File: src/rtl/mod_delay_pkg.sv
// Shared constants and FSM encoding for the modulated delay tap.
package mod_delay_pkg;

  localparam int FRAC_WIDTH = 8;
  localparam int WEIGHT_ONE = 256;
  localparam int TRI_WIDTH  = 16;

  typedef enum logic [2:0] {
    ST_IDLE   = 3'd0,
    ST_RD_A   = 3'd1,
    ST_RD_B   = 3'd2,
    ST_RD_DRY = 3'd3,
    ST_CALC   = 3'd4,
    ST_DONE   = 3'd5
  } state_t;

endpackage

File: src/rtl/mod_delay_if.sv
// smart_ram read channel: the delay block is the master, the memory the slave.
interface mod_delay_if #(
  parameter int DATA_WIDTH = 16,
  parameter int ADDR_WIDTH = 13
);
  logic                  sram_rd;
  logic [ADDR_WIDTH-1:0] sram_offset;
  logic                  sram_read_finish;
  logic [DATA_WIDTH-1:0] sram_data_in;

  modport master (output sram_rd, sram_offset, input sram_read_finish, sram_data_in);
  modport slave  (input sram_rd, sram_offset, output sram_read_finish, sram_data_in);
endinterface

File: src/rtl/mod_delay_lfo.sv
// Phase accumulator plus triangle shaper driving the delay modulation.
module mod_delay_lfo
  import mod_delay_pkg::*;
#(
  parameter int PHASE_WIDTH = 24
) (
  input  logic                   clk,
  input  logic                   rst,
  input  logic                   advance,
  input  logic [PHASE_WIDTH-1:0] rate_inc,
  output logic [TRI_WIDTH-1:0]   tri_out
);

  logic [PHASE_WIDTH-1:0] phase_q;

  always_ff @(posedge clk or negedge rst) begin
    if (!rst) phase_q <= '0;
    else if (advance) phase_q <= phase_q + rate_inc;
  end

  // Upper half of the cycle folds back down by inverting the ramp.
  assign tri_out = phase_q[PHASE_WIDTH-1] ? ~phase_q[PHASE_WIDTH-2 -: TRI_WIDTH]
                                          :  phase_q[PHASE_WIDTH-2 -: TRI_WIDTH];

endmodule

File: src/rtl/mod_delay.sv
// Modulated delay tap with linear interpolation between two stored samples.
// Optional wet/dry mix stage enabled by defining MOD_DELAY_MIX_EN.
//
// state  | meaning
// IDLE   | wait for cs & my_turn, latch integer/fractional delay
// RD_A   | read sample at delay n
// RD_B   | read sample at delay n+1
// RD_DRY | read current (undelayed) sample, mix builds only
// CALC   | interpolate (and mix), register data_out
// DONE   | one-cycle done strobe, advance LFO phase
module mod_delay
  import mod_delay_pkg::*;
#(
  parameter int DATA_WIDTH       = 16,
  parameter int ADDR_WIDTH       = 13,
  parameter int PHASE_WIDTH      = 24,
  parameter int BASE_DELAY       = 48,
  parameter int WORDS_PER_SAMPLE = 4
) (
  input  logic                   clk,
  input  logic                   rst,
  input  logic                   cs,
  input  logic                   my_turn,
  output logic                   done,
  output logic [DATA_WIDTH-1:0]  data_out,
  input  logic [PHASE_WIDTH-1:0] rate_inc,
  input  logic [7:0]             depth,
  mod_delay_if.master            sram
`ifdef MOD_DELAY_MIX_EN
  , input logic [7:0]            mix
`endif
);

  localparam int ACC_W = DATA_WIDTH + 11;

  state_t state_q, state_d;
  logic                         first_q;
  logic [31-FRAC_WIDTH:0]       n_q;
  logic [FRAC_WIDTH-1:0]        f_q;
  logic signed [DATA_WIDTH-1:0] a_q, b_q, data_out_q;
  logic [TRI_WIDTH-1:0]         tri_w;
  logic [31:0]                  d_w;
  logic [ADDR_WIDTH-1:0]        off_a_w, off_b_w, offset_w;
  logic                         rd_w, rd_ack_w, advance_w;

  mod_delay_lfo #(.PHASE_WIDTH(PHASE_WIDTH)) u_lfo (
    .clk      (clk),
    .rst      (rst),
    .advance  (advance_w),
    .rate_inc (rate_inc),
    .tri_out  (tri_w)
  );

  assign d_w     = 32'(BASE_DELAY * WEIGHT_ONE) + ((32'(depth) * 32'(tri_w)) >> FRAC_WIDTH);
  assign off_a_w = ADDR_WIDTH'(32'(n_q) * 32'(WORDS_PER_SAMPLE));
  assign off_b_w = ADDR_WIDTH'((32'(n_q) + 32'd1) * 32'(WORDS_PER_SAMPLE));
  // The request cycle itself never accepts a finish; only later cycles do.
  assign rd_ack_w = !first_q && sram.sram_read_finish;

  always_ff @(posedge clk or negedge rst) begin
    if (!rst) state_q <= ST_IDLE;
    else      state_q <= state_d;
  end

  always_comb begin
    state_d   = state_q;
    rd_w      = 1'b0;
    offset_w  = '0;
    done      = 1'b0;
    advance_w = 1'b0;
    case (state_q)
      ST_IDLE: if (cs && my_turn) state_d = ST_RD_A;
      ST_RD_A: begin
        rd_w     = first_q;
        offset_w = off_a_w;
        if (rd_ack_w) state_d = ST_RD_B;
      end
      ST_RD_B: begin
        rd_w     = first_q;
        offset_w = off_b_w;
`ifdef MOD_DELAY_MIX_EN
        if (rd_ack_w) state_d = ST_RD_DRY;
`else
        if (rd_ack_w) state_d = ST_CALC;
`endif
      end
`ifdef MOD_DELAY_MIX_EN
      ST_RD_DRY: begin
        rd_w = first_q;
        if (rd_ack_w) state_d = ST_CALC;
      end
`endif
      ST_CALC: state_d = ST_DONE;
      ST_DONE: begin
        done      = 1'b1;
        advance_w = 1'b1;
        state_d   = ST_IDLE;
      end
      default: state_d = ST_IDLE;
    endcase
  end

  assign sram.sram_rd     = rd_w;
  assign sram.sram_offset = offset_w;

  logic signed [9:0]         w_a, w_b;
  logic signed [ACC_W-1:0]   acc_w;
  logic signed [DATA_WIDTH-1:0] wet_w, result_w;

  assign w_b   = $signed({2'b00, f_q});
  assign w_a   = $signed(10'(WEIGHT_ONE)) - w_b;
  assign acc_w = ACC_W'(a_q) * ACC_W'(w_a) + ACC_W'(b_q) * ACC_W'(w_b);
  assign wet_w = DATA_WIDTH'(acc_w >>> FRAC_WIDTH);

`ifdef MOD_DELAY_MIX_EN
  logic signed [DATA_WIDTH-1:0] dry_q;
  logic signed [9:0]            wm_a, wm_b;
  logic signed [ACC_W-1:0]      mix_acc_w;

  assign wm_b      = $signed({2'b00, mix});
  assign wm_a      = $signed(10'(WEIGHT_ONE)) - wm_b;
  assign mix_acc_w = ACC_W'(dry_q) * ACC_W'(wm_a) + ACC_W'(wet_w) * ACC_W'(wm_b);
  assign result_w  = DATA_WIDTH'(mix_acc_w >>> FRAC_WIDTH);

  always_ff @(posedge clk or negedge rst) begin
    if (!rst) dry_q <= '0;
    else if (state_q == ST_RD_DRY && rd_ack_w) dry_q <= $signed(sram.sram_data_in);
  end
`else
  assign result_w = wet_w;
`endif

  always_ff @(posedge clk or negedge rst) begin
    if (!rst) begin
      first_q    <= 1'b0;
      n_q        <= '0;
      f_q        <= '0;
      a_q        <= '0;
      b_q        <= '0;
      data_out_q <= '0;
    end else begin
      first_q <= (state_d != state_q);
      if (state_q == ST_IDLE && cs && my_turn) begin
        n_q <= d_w[31:FRAC_WIDTH];
        f_q <= d_w[FRAC_WIDTH-1:0];
      end
      if (state_q == ST_RD_A && rd_ack_w) a_q <= $signed(sram.sram_data_in);
      if (state_q == ST_RD_B && rd_ack_w) b_q <= $signed(sram.sram_data_in);
      if (state_q == ST_CALC) data_out_q <= result_w;
    end
  end

  assign data_out = data_out_q;

endmodule

File: src/flat_wrapper.sv
// flat-port wrapper written by rule: the top's interface ports become plain ports
module mod_delay_flat import mod_delay_pkg::*;
#(
  parameter int DATA_WIDTH       = 16,
  parameter int ADDR_WIDTH       = 13,
  parameter int PHASE_WIDTH      = 24,
  parameter int BASE_DELAY       = 48,
  parameter int WORDS_PER_SAMPLE = 4
)
  (clk, rst, cs, my_turn, done, data_out, rate_inc, depth, sram_sram_rd, sram_sram_offset, sram_sram_read_finish, sram_sram_data_in);
  mod_delay_if #(.DATA_WIDTH(DATA_WIDTH), .ADDR_WIDTH(ADDR_WIDTH)) sram_i ();
  input  logic clk;
  input  logic rst;
  input  logic cs;
  input  logic my_turn;
  output logic done;
  output logic [DATA_WIDTH-1:0] data_out;
  input  logic [PHASE_WIDTH-1:0] rate_inc;
  input  logic [7:0] depth;
  output wire logic [$bits(sram_i.sram_rd)-1:0] sram_sram_rd;
  output wire logic [$bits(sram_i.sram_offset)-1:0] sram_sram_offset;
  input wire logic [$bits(sram_i.sram_read_finish)-1:0] sram_sram_read_finish;
  input wire logic [$bits(sram_i.sram_data_in)-1:0] sram_sram_data_in;
  assign sram_sram_rd = sram_i.sram_rd;
  assign sram_sram_offset = sram_i.sram_offset;
  assign sram_i.sram_read_finish = sram_sram_read_finish;
  assign sram_i.sram_data_in = sram_sram_data_in;
  mod_delay #(.DATA_WIDTH(DATA_WIDTH), .ADDR_WIDTH(ADDR_WIDTH), .PHASE_WIDTH(PHASE_WIDTH), .BASE_DELAY(BASE_DELAY), .WORDS_PER_SAMPLE(WORDS_PER_SAMPLE)) u_core (.clk(clk), .rst(rst), .cs(cs), .my_turn(my_turn), .done(done), .data_out(data_out), .rate_inc(rate_inc), .depth(depth), .sram(sram_i));
endmodule
File: config.mk
export PLATFORM = sky130hd
export DESIGN_NAME = mod_delay_flat
export DESIGN_NICKNAME = d
export VERILOG_FILES = /design/src/rtl/mod_delay_pkg.sv /design/src/rtl/mod_delay_if.sv /design/src/rtl/mod_delay_lfo.sv /design/src/rtl/mod_delay.sv /design/src/flat_wrapper.sv
export SDC_FILE = /design/constraint.sdc
export NUM_CORES = 1
export LEC_CHECK = 0
export CELL_PAD_IN_SITES_DETAIL_PLACEMENT = 1
export CELL_PAD_IN_SITES_GLOBAL_PLACEMENT = 2
export CORE_ASPECT_RATIO = 1.5
export CORE_MARGIN = 2
export CORE_UTILIZATION = 37
export CTS_CLUSTER_DIAMETER = 30
export CTS_CLUSTER_SIZE = 24
export DETAILED_ROUTE_END_ITERATION = 16
export PLACE_DENSITY = 0.89
export SYNTH_ARGS = -nofsm -noshare
export SYNTH_HDL_FRONTEND = slang
export SYNTH_SLANG_ARGS = --single-unit
File: constraint.sdc
create_clock -name clk -period 9.9 [get_ports clk]
set_input_delay 1.98 -clock clk [delete_from_list [all_inputs] [get_ports clk]]
set_output_delay 1.98 -clock clk [all_outputs]
set_load 0.01 [all_outputs]
==> flow_summary.json, run 1 <==
{
  "synth.top_cell.area_share_pct": 36.4,
  "place_congestion": 0.857,
  "fin_hold_ws_ns": 0.489,
  "coreArea_mm2": 0.0495,
  "num_vias": 13800,
  "clock_skew_ns": 0.0197,
  "ios": 84,
  "use_met3_pct": 2.71,
  "finalSetupTns_ns": 0,
  "ys_ff": 93,
  "syn_avg_cell_area_um2": 9.12,
  "slew_headroom_pct": 15.4,
  "cts_root_buf": "clkbuf_16",
  "fin_util_pct": 41.0,
  "grt_use_total_pct": 21.2,
  "edf_count": 0,
  "max_clock_freq_mhz": 119,
  "cp-start-kind": "flip-flop",
  "dieWidth_um": 187,
  "critical_path_class": "reg -> reg",
  "antenna_found_initial": 3,
  "initial_core_util_pct": 37.4,
  "path_clk_slew_ns": 0.08,
  "endpoint": "u_core.data_out[15]$_DFFE_PN0N_",
  "r2r_slack_ns": 1.49,
  "die_h_um": 278,
  "finalWirelength_um": 51700,
  "syn_to_final_growth_pct": 9.55,
  "topCellsByArea": "fa_1, dfrtp_1, ha_1",
  "drtPass1Iterations": 5,
  "timing.rr.start": "u_core.f_q[2]$_DFFE_PN0P_",
  "netlist_top_cells_count": "inv_1, fa_1, and2_1, nand2_1, ha_1",
  "drtIter0Drc": 480,
  "status": "completed",
  "reg2reg_to": "u_core.data_out[15]$_DFFE_PN0N_",
  "place_area_mm2": 0.0200,
  "met1_usage_pct": 20.5,
  "ys_types": 67,
  "hold_viol": 0,
  "required_ns": 10.18,
  "rsz0062_at_grt": "false",
  "chipArea_mm2": 0.0519,
  "min_path_type": "reg -> reg",
  "hold_depth": 2,
  "most_common_cell": "inv_1",
  "yosys-stat-cells": 2031,
  "grt_pass1_vias": 16200,
  "cts_buffer_depth": 2,
  "reg2reg_depth": 20,
  "postSynthCellCount": 2031,
  "setup.worst_path.start": "u_core.f_q[2]$_DFFE_PN0P_",
  "logic_area_mm2": 0.0143,
  "critPathMaxFanout": 21,
  "grt.overflow.total": 0,
  "n_fill_cell": 5832,
  "drive_above_1_share_pct": 3.67,
  "io_buffers": 80,
  "ant_nets": 0,
  "crit_path_end_kind": "flip-flop",
  "via_per_inst": 5.04,
  "yosys.area.top_type": "fa_1",
  "period_used_pct": 85.0,
  "flop_cell": "dfrtp_1",
  "grtUsageMet2_pct": 42.9,
  "cp.arrival_ns": 8.69,
  "cts_setup_buffers": 0,
  "yosysWarnings": 0,
  "dp_hpwl_um": 43400,
  "post-route-min-period_ns": 8.41,
  "yosys-stat-area_mm2": 0.0185,
  "final_area_mm2": 0.0203,
  "grt_max_degree": 52,
  "ys_async_sr_fraction_pct": 100,
  "clock_latency_ns": 0.40,
  "synth_seq_share_pct": 12.6,
  "finalNetCount": 2610,
  "finalMaxSlewViolations": 0,
  "max_slew.worst_pin.slew_ns": 1.27,
  "warning_count": 26,
  "post-route-drc-count": 0,
  "top_usage_layer": "met2",
  "post_cts_resized": 0,
  "maxCapViolations": 0,
  "n_antenna_cell": 0,
  "cts_tree": "built",
  "ctsHtreeMaxLevel": 3,
  "wire_per_inst_um": 18.9,
  "flop_area_mm2": 0.00233,
  "finalSetupViolCount": 0,
  "grt_pass1_wl_um": 85100,
  "syn_area_mm2": 0.0185,
  "cts_sinks": 93,
  "postCtsHoldBufs": 0,
  "rows": 100
}
## run 1: worst min path at each step
stage	startpoint	endpoint	slack, ns
finish	u_core.data_out[5]$_DFFE_PN0N_	u_core.data_out[5]$_DFFE_PN0N_	0.49
global route	u_core.data_out[4]$_DFFE_PN0N_	u_core.data_out[4]$_DFFE_PN0N_	0.52
CTS	u_core.data_out[5]$_DFFE_PN0N_	u_core.data_out[5]$_DFFE_PN0N_	0.49
detailed placement	u_core.data_out[5]$_DFFE_PN0N_	u_core.data_out[5]$_DFFE_PN0N_	0.47
global placement	u_core.u_lfo.phase_q[0]$_DFFE_PN0P_	u_core.u_lfo.phase_q[0]$_DFFE_PN0P_	0.46
floorplan	u_core.u_lfo.phase_q[0]$_DFFE_PN0P_	u_core.u_lfo.phase_q[0]$_DFFE_PN0P_	0.45
## run 1: cells in the final DEF (no fill, tap or decap), types with 14 or more instances in the layout
| master | instances |
|---|---|
| a21o_1 | 16 |
| a21oi_1 | 36 |
| and2_1 | 260 |
| buf_4 | 14 |
| clkdlybuf4s50_1 | 79 |
| dfrtp_1 | 93 |
| fa_1 | 337 |
| ha_1 | 151 |
| inv_1 | 445 |
| mux2_2 | 33 |
| nand2_1 | 231 |
| nand2b_1 | 14 |
| nand3_1 | 15 |
| nor2_1 | 36 |
| o21ai_0 | 54 |
| o21ai_1 | 24 |
| xnor2_1 | 39 |
| xor2_1 | 40 |
## run 1: cell families (layout without fill, tap and decap cells)
kind of cell,after synthesis,after routing,synth area share (%)
fa+ha+maj,488,488,46.6
mux,35,35,2.11
compound gates,196,196,6.82
flops,93,93,12.6
xor+xnor,81,81,3.91
other cells,1,3,0.0202
simple gates,623,623,17.5
buf+inv,514,554,10.5
## run 1: sequential cells by signal (all words and copies together) (netlist names)
register              flops
u_core.a_q               16
u_core.b_q               16
u_core.data_out          16
u_core.f_q                8
u_core.first_q            1
u_core.n_q                9
u_core.state_q            3
u_core.u_lfo.phase_q     24
## run 1: cell type report
cell class | count | area share, %
clock buffer | 9 | 1.11
sequential | 93 | 11.5
timing repair buffer | 93 | 4.41
multi-input combinational | 1426 | 70.3
clock inverter | 6 | 0.351
tap | 663 | 4.09
inverter | 446 | 8.25
## run 1: worst max-delay path, stage by stage (launching register included)
cell       delay [ns]
dfrtp_1          0.72
nor4_1           0.61
nand2_1          0.18
xor2_1           1.00
and2_1           0.27
fa_1             0.20
fa_1             0.42
inv_1            0.08
fa_1             0.41
inv_1            0.09
fa_1             0.45
fa_1             0.60
fa_1             0.45
ha_1             0.23
a2111oi_1        0.92
o21ai_1          0.43
a311oi_1         0.48
o31ai_1          0.18
a21oi_1          0.29
mux2i_1          0.21
nand2_1          0.06
## run 1: per-layer routing
layer  up-vias  part of all wire (%)
met5         -                 0.056
met4         6                   5.3
met3       119                   2.4
met2       225                    58
met1      7202                    34
li1       6227                     -
## run 1: metrics by stage
stage                     worst slack (ns)  cells
after global placement                1.74   2721
final                                 1.49   2736
after global routing                  1.11   2736
after floorplan                       2.87   2033
after detailed placement              1.50   2721
after CTS                             1.45   2736
Figure 1. PDN straps and rails (run 1).
Scale bar: 50 µm. Pins as bars on the die edge.
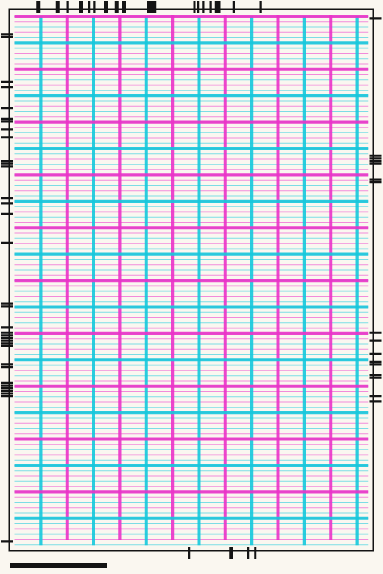
[VSS] cyan
[VDD] magenta
signal pins: 84
met5 straps: 20
rows: 100
met4 straps: 13
met1 rails: 101

Figure 2. Met3 routing (run 1).
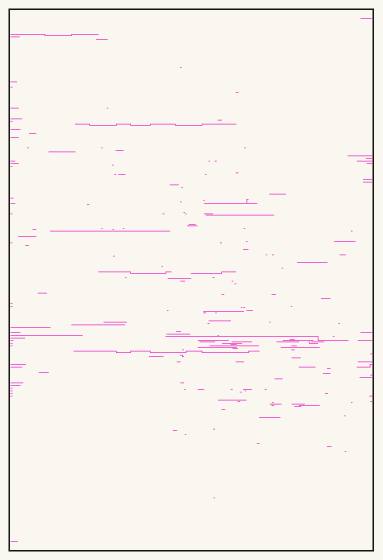
share of all routed wire: 2.4%
nets with wire on the layer: 120
main direction: horizontal
wire length on this layer: 1,250 µm

Figure 3. Clock routing (run 1).
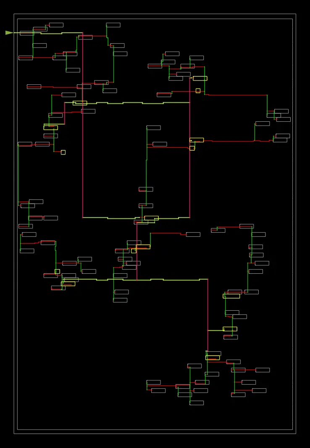
TritonCTS Buffers: 9

==> run 1 -> run 2 <==
- clock period: 9.9 -> 8.15 ns (I/O delays scaled with it)
Figure 4. Met3 routing (run 2).
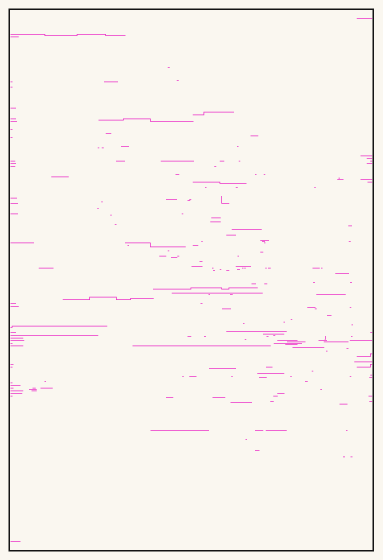
wire length on this layer: 1,130 µm
share of all routed wire: 2.2%
longest straight run: 70.8 µm
main direction: horizontal
nets with wire on the layer: 123
via count: 13,800
Post-Route WL: 50,900 µm
met3 Usage GRT: 2.42%

==> run 2 against run 1 <==
Setup slack worse by 0.81 ns. First-iteration DRC count decreased by 7.3%. Worst hold slack got worse by 0.0036 ns. Design area rose by 0.33%. Clock-buffer cell count grew 1. Critical path type unchanged.
==> flow_summary.json, run 2 <==
{
  "cts_buffer_depth": 2,
  "post-route-drc-count": 0,
  "syn_avg_cell_area_um2": 9.12,
  "max_clock_freq_mhz": 134,
  "drtPass1Iterations": 4,
  "cp.buffers_inverters": 7,
  "wire_per_inst_um": 18.5,
  "drive_above_1_share_pct": 4.03,
  "syn_to_final_growth_pct": 9.91,
  "grt_pass1_wl_um": 84800,
  "cp_slowest_stage_delay_ns": 0.71,
  "period_used_pct": 91.7,
  "min_path_type": "reg -> reg",
  "antenna_found_initial": 0,
  "cp_slowest_cell": "dfrtp_1",
  "timing.rr.start": "u_core.f_q[0]$_DFFE_PN0P_",
  "clock_latency_ns": 0.39,
  "netlist_top_cells_count": "inv_1, fa_1, and2_1, nand2_1, ha_1",
  "flop_area_mm2": 0.00233,
  "regMostFlops": "u_core.u_lfo.phase_q",
  "ys_async_sr_fraction_pct": 100,
  "largest_register_ff_count": 24,
  "critPathMaxFanout": 16,
  "setup_ws_ns": 0.675,
  "hold_viol": 0,
  "initial_core_util_pct": 37.4,
  "hold_start": "u_core.data_out[6]$_DFFE_PN0N_",
  "yosys.area.top_type": "fa_1",
  "finalMaxSlewViolations": 0,
  "warning_count": 26,
  "ant_nets": 0,
  "postSynthCellCount": 2031,
  "n_antenna_cell": 0,
  "yosys-stat-cells": 2031,
  "coreArea_mm2": 0.0495,
  "reg2reg_depth": 27,
  "layout_top_cell": "inv_1",
  "synth_seq_share_pct": 12.6,
  "finalSetupTns_ns": 0,
  "edf_count": 0,
  "hold_depth": 2,
  "cp-start-kind": "flip-flop",
  "cp.arrival_ns": 7.76,
  "flop_cell": "dfrtp_1",
  "synth.top_cell.area_share_pct": 36.4,
  "min_to": "u_core.data_out[6]$_DFFE_PN0N_",
  "die_h_um": 278,
  "yosysWarnings": 0,
  "ctsHtreeMaxLevel": 3,
  "max_slew.worst_pin.slew_ns": 1.24,
  "topCellsByArea": "fa_1, dfrtp_1, ha_1",
  "reg2reg_to": "u_core.data_out[15]$_DFFE_PN0N_",
  "grt_pass1_vias": 16300,
  "grt_max_degree": 52,
  "crit_family": "adder cells",
  "slew_headroom_pct": 17.2,
  "logic_area_mm2": 0.0143,
  "cts_tree": "built",
  "grt.overflow.total": 0,
  "rows": 100,
  "path_clk_slew_ns": 0.08,
  "post-route-min-period_ns": 7.47,
  "ios": 84,
  "syn_area_mm2": 0.0185,
  "most_common_cell": "inv_1",
  "status": "completed",
  "ys_types": 67,
  "maxCapViolations": 0,
  "yosys-stat-area_mm2": 0.0185,
  "required_ns": 8.43,
  "n_fill_cell": 5824,
  "rsz0062_at_grt": "false",
  "critical_path_class": "reg -> reg",
  "ys_ff": 93,
  "dp_hpwl_um": 42600,
  "grt_use_total_pct": 20.9,
  "via_per_inst": 5.02,
  "cts-buffers-inserted": 9,
  "cts_root_buf": "clkbuf_16",
  "dieWidth_um": 187,
  "drtIter0Drc": 445,
  "cts_setup_buffers": 0,
  "io_buffers": 80,
  "post_cts_resized": 0,
  "chipArea_mm2": 0.0519,
  "finalNetCount": 2619,
  "clock_skew_ns": 0.0140
}
[run 2: cell count changes in the layout (fill, tap and decap cells not counted), sizes merged]
cell / change
buf: +9
clkbuf: +1
clkinv: +1
inv: -1
[run 2: layout make-up]
| class | instances | area share, % |
|---|---|---|
| clock buffer | 10 | 1.12 |
| clock inverter | 6 | 0.350 |
| inverter | 446 | 8.22 |
| multi-input combinational | 1426 | 70.1 |
| sequential | 93 | 11.4 |
| tap | 663 | 4.07 |
| timing repair buffer | 102 | 4.73 |
[run 2: logic make-up after synthesis]
kind of cell | after synthesis | share of synthesized area (%)
flip-flops | 93 | 12.6
buffers and inverters | 514 | 10.5
AND/OR/NAND/NOR | 623 | 17.5
adder cells (fa/ha/maj) | 488 | 46.6
other | 1 | 0.0202
XOR/XNOR | 81 | 3.91
AND-OR/OR-AND | 196 | 6.82
multiplexers | 35 | 2.11
[run 2: worst max-delay path by stage]
stage                                   start                              end  slack [ns]  depth (start not counted)
detailed placement                   depth[2]        u_core.n_q[8]$_DFFE_PN0P_        0.60                         19
finish              u_core.f_q[0]$_DFFE_PN0P_  u_core.data_out[15]$_DFFE_PN0N_        0.68                         27
floorplan           u_core.f_q[1]$_DFFE_PN0P_  u_core.data_out[15]$_DFFE_PN0N_        1.12                         29
global route        u_core.f_q[0]$_DFFE_PN0P_  u_core.data_out[14]$_DFFE_PN0N_        0.18                         27
CTS                 u_core.f_q[0]$_DFFE_PN0P_  u_core.data_out[15]$_DFFE_PN0N_        0.69                         27
global placement                     depth[2]        u_core.n_q[7]$_DFFE_PN0P_        0.78                         18
[run 2: through the flow]
stage	util (%)	hold WS (ns)	cell area (µm²)	instances
6_report	41.1	0.485	20400	2746
5_1_grt	41.1	0.515	20400	2746
4_1_cts	41.1	0.495	20400	2746
3_5_place_dp	40.5	0.474	20100	2730
3_3_place_gp	40.5	0.463	20100	2730
2_1_floorplan	-	0.450	18500	2033
[run 2: metal layers]
layer / part of all wire (%) / GRT usage (%) / vias up
met5: 0 / 0 / -
li1: - / - / 6243
met4: 5.8 / 11.7 / 0
met2: 57 / 41.1 / 225
met1: 35 / 21.0 / 7202
met3: 2.2 / 2.42 / 120
[run 2: worst min-delay path, stage by stage (launching register included)]
cell     delay (ns)
dfrtp_1        0.34
nand2_1        0.05
o21ai_0        0.06
==> run 2 -> run 3 <==
--- a/config.mk
+++ b/config.mk
@@ -7,2 +7,3 @@
 export LEC_CHECK = 0
+export CAP_MARGIN = 20
 export CELL_PAD_IN_SITES_DETAIL_PLACEMENT = 1
--- a/constraint.sdc
+++ b/constraint.sdc
@@ -3,2 +3,2 @@
 set_output_delay 1.63 -clock clk [all_outputs]
-set_load 0.01 [all_outputs]
+set_load 0.1 [all_outputs]
Figure 5. Met3 routing (run 3).
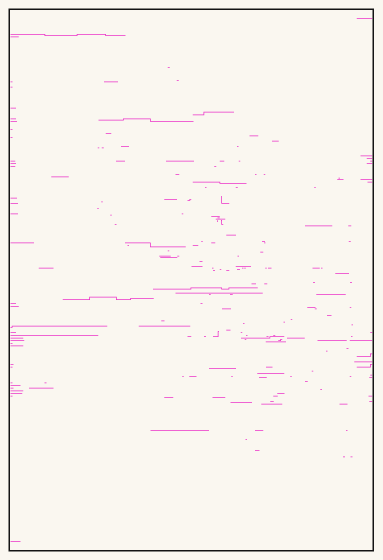
share of all routed wire: 2.1%
nets with wire on the layer: 122
longest straight run: 48.8 µm
main direction: horizontal

==> run 3 against run 2 <==
Setup slack improved by 0.0040 ns. Wire length hardly changed. Fmax barely moved. First-iteration DRC count down 5.4%. Critical path depth is the same. Sequential share of layout area hardly changed. Die area unchanged. Global-route usage unchanged.
==> flow_summary.json, run 3 <==
{
  "status": "completed",
  "cts-buffers-inserted": 9,
  "max_slew.worst_pin.slew_ns": 1.01,
  "ant_nets": 0,
  "cp_slowest_stage_delay_ns": 0.72,
  "yosys-stat-area_mm2": 0.0185,
  "warning_count": 26,
  "edf_count": 0,
  "dp_hpwl_um": 42600,
  "dieWidth_um": 187,
  "timing.rr.start": "u_core.f_q[0]$_DFFE_PN0P_",
  "critPathMaxFanout": 16,
  "regMostFlops": "u_core.u_lfo.phase_q",
  "rows": 100,
  "logic_area_mm2": 0.0143,
  "cts_root_buf": "clkbuf_16",
  "cp.buffers_inverters": 7,
  "path_clk_slew_ns": 0.08,
  "antenna_found_initial": 0,
  "grt_max_degree": 52,
  "cts_setup_buffers": 0,
  "via_per_inst": 5.02,
  "post_cts_resized": 0,
  "cp.arrival_ns": 7.75,
  "dp.cells": 2730,
  "synth.top_cell.area_share_pct": 36.4,
  "hold_start": "u_core.data_out[6]$_DFFE_PN0N_",
  "layout_top_cell": "inv_1",
  "crit_path_end_kind": "flip-flop",
  "final_area_mm2": 0.0204,
  "drtPass1Iterations": 6,
  "ys_ff": 93,
  "clock_skew_ns": 0.0142,
  "grt_pass1_wl_um": 84800,
  "r2r_slack_ns": 0.68,
  "n_fill_cell": 5825,
  "largest_register_ff_count": 24,
  "stdcell_count": 2747,
  "setup_ws_ns": 0.679,
  "maxCapViolations": 0,
  "ys_async_sr_fraction_pct": 100,
  "finalNetCount": 2620,
  "post-route-min-period_ns": 7.47,
  "max_clock_freq_mhz": 134,
  "yosysWarnings": 0,
  "finalSetupTns_ns": 0,
  "period_used_pct": 91.7,
  "chipArea_mm2": 0.0519,
  "fin_util_pct": 41.1,
  "yosys.area.top_type": "fa_1",
  "top_usage_layer": "met2",
  "most_common_cell": "inv_1",
  "n_antenna_cell": 0,
  "place_area_mm2": 0.0201,
  "ctsHtreeMaxLevel": 3,
  "post-route-drc-count": 0,
  "cts_sinks": 93,
  "cp_slowest_cell": "dfrtp_1",
  "use_met3_pct": 2.42,
  "required_ns": 8.43,
  "layout_top_cells": "inv_1, fa_1, and2_1",
  "cp-start-kind": "flip-flop",
  "min_to": "u_core.data_out[6]$_DFFE_PN0N_",
  "syn_avg_cell_area_um2": 9.12,
  "slew_headroom_pct": 32.7,
  "hold_viol": 0,
  "postCtsHoldBufs": 0,
  "yosys-stat-cells": 2031,
  "crit_family": "adder cells",
  "netlist_top_cells_count": "inv_1, fa_1, and2_1, nand2_1, ha_1",
  "syn_area_mm2": 0.0185,
  "wire_per_inst_um": 18.5,
  "grt_use_total_pct": 20.9,
  "grt.overflow.total": 0,
  "coreArea_mm2": 0.0495,
  "critical_path_class": "reg -> reg",
  "initial_core_util_pct": 37.4,
  "flop_area_mm2": 0.00233,
  "met1_usage_pct": 21.0,
  "ys_types": 67,
  "ios": 84,
  "io_buffers": 80,
  "min_path_type": "reg -> reg",
  "synth_seq_share_pct": 12.6,
  "finalSetupViolCount": 0,
  "rsz0062_at_grt": "false",
  "grt_pass1_vias": 16300,
  "place_congestion": 0.869,
  "topCellsByArea": "fa_1, dfrtp_1, ha_1",
  "hold_depth": 2,
  "flop_cell": "dfrtp_1",
  "num_vias": 13800,
  "drtIter0Drc": 421,
  "place_ws_ns": 0.599,
  "reg2reg_depth": 27,
  "cts_buffer_depth": 2,
  "grtUsageMet2_pct": 41.1,
  "finalMaxSlewViolations": 0,
  "cts_tree": "built",
  "finalWirelength_um": 50900,
  "syn_to_final_growth_pct": 9.94,
  "drive_above_1_share_pct": 4.08,
  "clock_latency_ns": 0.39,
  "postSynthCellCount": 2031,
  "reg2reg_to": "u_core.data_out[15]$_DFFE_PN0N_",
  "die_h_um": 278
}
## run 3: cell counts after synthesis
Identical to the previous run, type by type.
## run 3: per-stage QoR
step | hold slack, ns
after floorplan | 0.450
after global placement | 0.463
after detailed placement | 0.474
after CTS | 0.495
after global routing | 0.515
final | 0.485
## run 3: per-layer routing
metal,share of wire (%),vias to the layer above
met4,5.8,0
met1,35,7213
li1,-,6243
met2,57,222
met3,2.1,121
met5,0,-
## run 3: worst max path at each step
stage                                         start                         endpoint  cells past startpoint  slack (ns)
after global routing      u_core.f_q[0]$_DFFE_PN0P_  u_core.data_out[14]$_DFFE_PN0N_                     27        0.18
after detailed placement                   depth[2]        u_core.n_q[8]$_DFFE_PN0P_                     19        0.60
after global placement                     depth[2]        u_core.n_q[7]$_DFFE_PN0P_                     18        0.78
after CTS                 u_core.f_q[0]$_DFFE_PN0P_  u_core.data_out[15]$_DFFE_PN0N_                     27        0.69
final                     u_core.f_q[0]$_DFFE_PN0P_  u_core.data_out[15]$_DFFE_PN0N_                     27        0.68
after floorplan           u_core.f_q[1]$_DFFE_PN0P_  u_core.data_out[15]$_DFFE_PN0N_                     29        1.12
## run 3: area by class of cell
class	instances	share of cell area [%]
clock buffer	10	1.12
clock inverter	6	0.350
inverter	446	8.22
multi-input combinational	1426	70.0
sequential	93	11.4
tap	663	4.07
timing repair buffer	103	4.76
## run 3: worst reg2reg max path: stages, from the launching register on
cell and delay [ns]:
dfrtp_1 0.72, inv_1 0.10, ha_1 0.27, nand2_1 0.09, xor2_1 0.15, buf_4 0.23
nand2_1 0.11, fa_1 0.54, fa_1 0.56, inv_1 0.06, fa_1 0.52, inv_1 0.07
fa_1 0.54, inv_1 0.05, fa_1 0.48, inv_1 0.05, fa_1 0.48, inv_1 0.04
ha_1 0.31, o21a_1 0.21, o211ai_1 0.26, o21ai_0 0.16, nand2b_1 0.16, a311oi_1 0.43
o31ai_1 0.20, a21oi_1 0.30, mux2i_1 0.22, nand2_1 0.06
## run 3: kinds of logic (layout without fill, tap and decap cells)
logic type,Yosys count,count (layout),share of synthesized area (%)
buffers and inverters,514,565,10.5
and+or+nand+nor,623,623,17.5
other,1,3,0.0202
muxes,35,35,2.11
DFF,93,93,12.6
xor gates and xnor gates,81,81,3.91
AOI/OAI and AO/OA,196,196,6.82
adders and majority gates,488,488,46.6
